--- src/rtl/pn_pkg.sv ---
// pn_pkg: framing constants and FSM encoding shared by the
// packet deserializer and the packet serializer.
package pn_pkg;

  localparam logic [3:0] HEADER = 4'b1101;
  localparam logic [3:0] FOOTER = 4'b0101;

  localparam int unsigned DAT_W = 32;
  localparam int unsigned LEN_W = 5;

  typedef enum logic [1:0] {
    HUNT = 2'd0,
    DATA = 2'd1,
    FOOT = 2'd2
  } pn_state_e;

endpackage

--- src/rtl/pn_win4.sv ---
// pn_win4: 4-bit serial shift window with synchronous clear and
// a compare of the would-be next window against a fixed pattern.
module pn_win4
  import pn_pkg::*;
#(
  parameter logic [3:0] PAT = 4'b0000
) (
  input  logic clk_i,
  input  logic rst_ni,
  input  logic en,
  input  logic clr,
  input  logic bit_i,
  output logic hit
);

  logic [3:0] win;

  assign hit = ({win[2:0], bit_i} == PAT);

  always_ff @(posedge clk_i or negedge rst_ni) begin
    if (!rst_ni) begin
      win <= 4'b0000;
    end else if (clr) begin
      win <= 4'b0000;
    end else if (en) begin
      win <= {win[2:0], bit_i};
    end
  end

endmodule

--- src/rtl/pndes.sv ---
// pndes: serial packet deserializer (header, len data bits,
// footer), reporting MSB-aligned data with vld/err pulses.
module pndes
  import pn_pkg::*;
(
  input  logic               clk_i,
  input  logic               rst_ni,
  input  logic               dat_i,
  input  logic [LEN_W-1:0]   len_i,
  output logic [DAT_W-1:0]   dat_o,
  output logic [LEN_W-1:0]   len_o,
  output logic               vld_o,
  output logic               err_o
);

  pn_state_e          state;
  logic [LEN_W-1:0]   cnt;
  logic [LEN_W-1:0]   idx;
  logic [LEN_W-1:0]   rlen;
  logic [DAT_W-1:0]   dat_r;
  logic               gap_r;

  logic h_hit;
  logic f_hit;
  logic hdr;
  logic last_foot;

  assign hdr       = (state == HUNT) && !gap_r && h_hit;
  assign last_foot = (state == FOOT) && (cnt == '0);

  // The first HUNT cycle after a packet is held in clear, so a
  // header needs at least one gap bit to be seen.
  pn_win4 #(
    .PAT   (HEADER)
  ) u_hwin (
    .clk_i (clk_i),
    .rst_ni(rst_ni),
    .en    (state == HUNT),
    .clr   (last_foot || gap_r),
    .bit_i (dat_i),
    .hit   (h_hit)
  );

  pn_win4 #(
    .PAT   (FOOTER)
  ) u_fwin (
    .clk_i (clk_i),
    .rst_ni(rst_ni),
    .en    (state == FOOT),
    .clr   (hdr),
    .bit_i (dat_i),
    .hit   (f_hit)
  );

  always_ff @(posedge clk_i or negedge rst_ni) begin
    if (!rst_ni) begin
      state <= HUNT;
      cnt   <= '0;
      idx   <= '0;
      rlen  <= '0;
      dat_r <= '0;
      gap_r <= 1'b0;
      dat_o <= '0;
      len_o <= '0;
      vld_o <= 1'b0;
      err_o <= 1'b0;
    end else begin
      vld_o <= 1'b0;
      err_o <= 1'b0;
      gap_r <= 1'b0;
      unique case (state)
        HUNT: begin
          if (hdr) begin
            rlen  <= len_i;
            dat_r <= '0;
            idx   <= '0;
            if (len_i != '0) begin
              state <= DATA;
              cnt   <= len_i - 5'd1;
            end else begin
              state <= FOOT;
              cnt   <= 5'd3;
            end
          end
        end
        DATA: begin
          dat_r[5'd31 - idx] <= dat_i;
          idx <= idx + 5'd1;
          if (cnt == '0) begin
            state <= FOOT;
            cnt   <= 5'd3;
          end else begin
            cnt <= cnt - 5'd1;
          end
        end
        FOOT: begin
          if (cnt == '0) begin
            state <= HUNT;
            gap_r <= 1'b1;
            if (f_hit) begin
              vld_o <= 1'b1;
              dat_o <= dat_r;
              len_o <= rlen;
            end else begin
              err_o <= 1'b1;
            end
          end else begin
            cnt <= cnt - 5'd1;
          end
        end
        default: state <= HUNT;
      endcase
    end
  end

endmodule

--- config.mk ---
export PLATFORM = sky130hd
export DESIGN_NAME = pndes
export DESIGN_NICKNAME = d
export VERILOG_FILES = /design/src/rtl/pn_pkg.sv /design/src/rtl/pn_win4.sv /design/src/rtl/pndes.sv
export SDC_FILE = /design/constraint.sdc
export NUM_CORES = 1
export LEC_CHECK = 0
export CORE_ASPECT_RATIO = 1.75
export CORE_MARGIN = 2
export CORE_UTILIZATION = 35
export DETAILED_ROUTE_END_ITERATION = 7
export GPL_TIMING_DRIVEN = 0
export PLACE_DENSITY = 0.65
export RECOVER_POWER = 50
export SLEW_MARGIN = 20
export SYNTH_ARGS = -nofsm -noshare
export SYNTH_HDL_FRONTEND = slang
export SYNTH_SLANG_ARGS = --single-unit
--- constraint.sdc ---
create_clock -name clk_i -period 4.8 [get_ports clk_i]
set_input_delay 0.96 -clock clk_i [delete_from_list [all_inputs] [get_ports clk_i]]
set_output_delay 0.96 -clock clk_i [all_outputs]
set_load 0.05 [all_outputs]
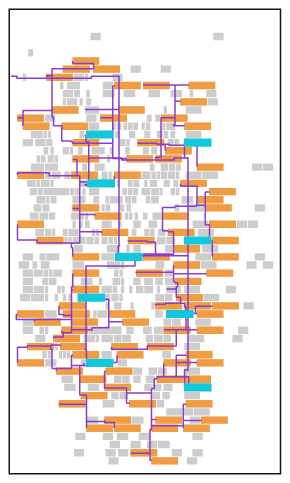
Figure 1: clock distribution.
(3 px per µm)
orange -> flip-flops  # count 95
cyan -> clock-net drivers  # count 9
purple -> clock wires  # length 1170 µm
routed clock nets = 10

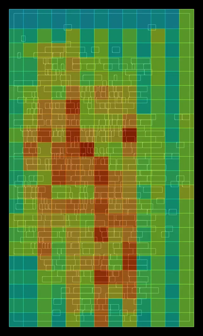
Figure 2: routing congestion.
met1 usage: 0.167
GR Util met3: 0.0200
DR WL/cell: 16.6 µm

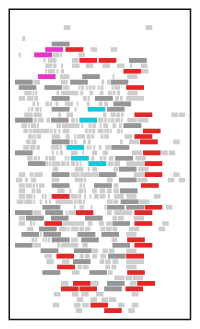
Figure 3: sequential cells grouped by signal name.
(2 px per µm) Other sequential cells in the stronger grey, the rest of the logic in the fainter grey.
magenta -> `u_fwin.win`  # sequential cells 3
red -> `dat_o`  # sequential cells 32
cyan -> `idx`  # sequential cells 5, where centre
not coloured = 55

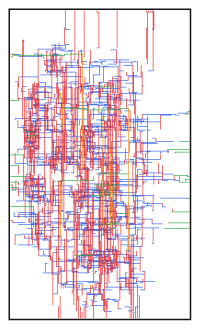
Figure 4: signal wires by layer.
(2 px per µm)
green -> M3  # wire length 315 µm
blue -> M1  # wire length 3960 µm
red -> M2  # wire length 5670 µm
orange -> M4  # wire length 344 µm

==> GITHUB_STEP_SUMMARY <==
### Flow metrics

| Metric | Value |
|---|---|
| Final Max Tran Viols | `81` |
| Period minus WS final | `3120 ps` |
| Worst-path cell chain | `clkbuf_1 > clkbuf_2` |
| Share of total power in combinational logic | `0.304` |
| Pleak | `0.00247 µW` |
| Pwr dens | `~460 nW/µm²` |
| Crit path required time | `4860 ps` |
| Post CTS Setup Buffer Count | `0` |
| Latency at later pin | `about 340 ps` |
| Mapped Cells | `just under 400` |
| Inverters | `15` |
| Cell Area, Placed | `5230 µm²` |
| Final Worst Setup Slack | `about 1700 ps` |
| HPWL Detailed | `approximately 7500 µm` |
| Critical path buffers and inverters | `2` |
| Max Cap Viol | `1` |
| Syn_area_per_cell | `roughly 12 µm²` |
| Simple-Gate Area Share | `0.131` |
| Failing checks | `max-capacitance violations, max-slew violations` |
| Total grt overflow | `0` |
| Highest-power group | `sequential cells` |
| Max VDD drop | `between 0.3 and 0.4 mV` |
| Status | `complete, but fails checks` |
Power and IR drop assume default switching activity.
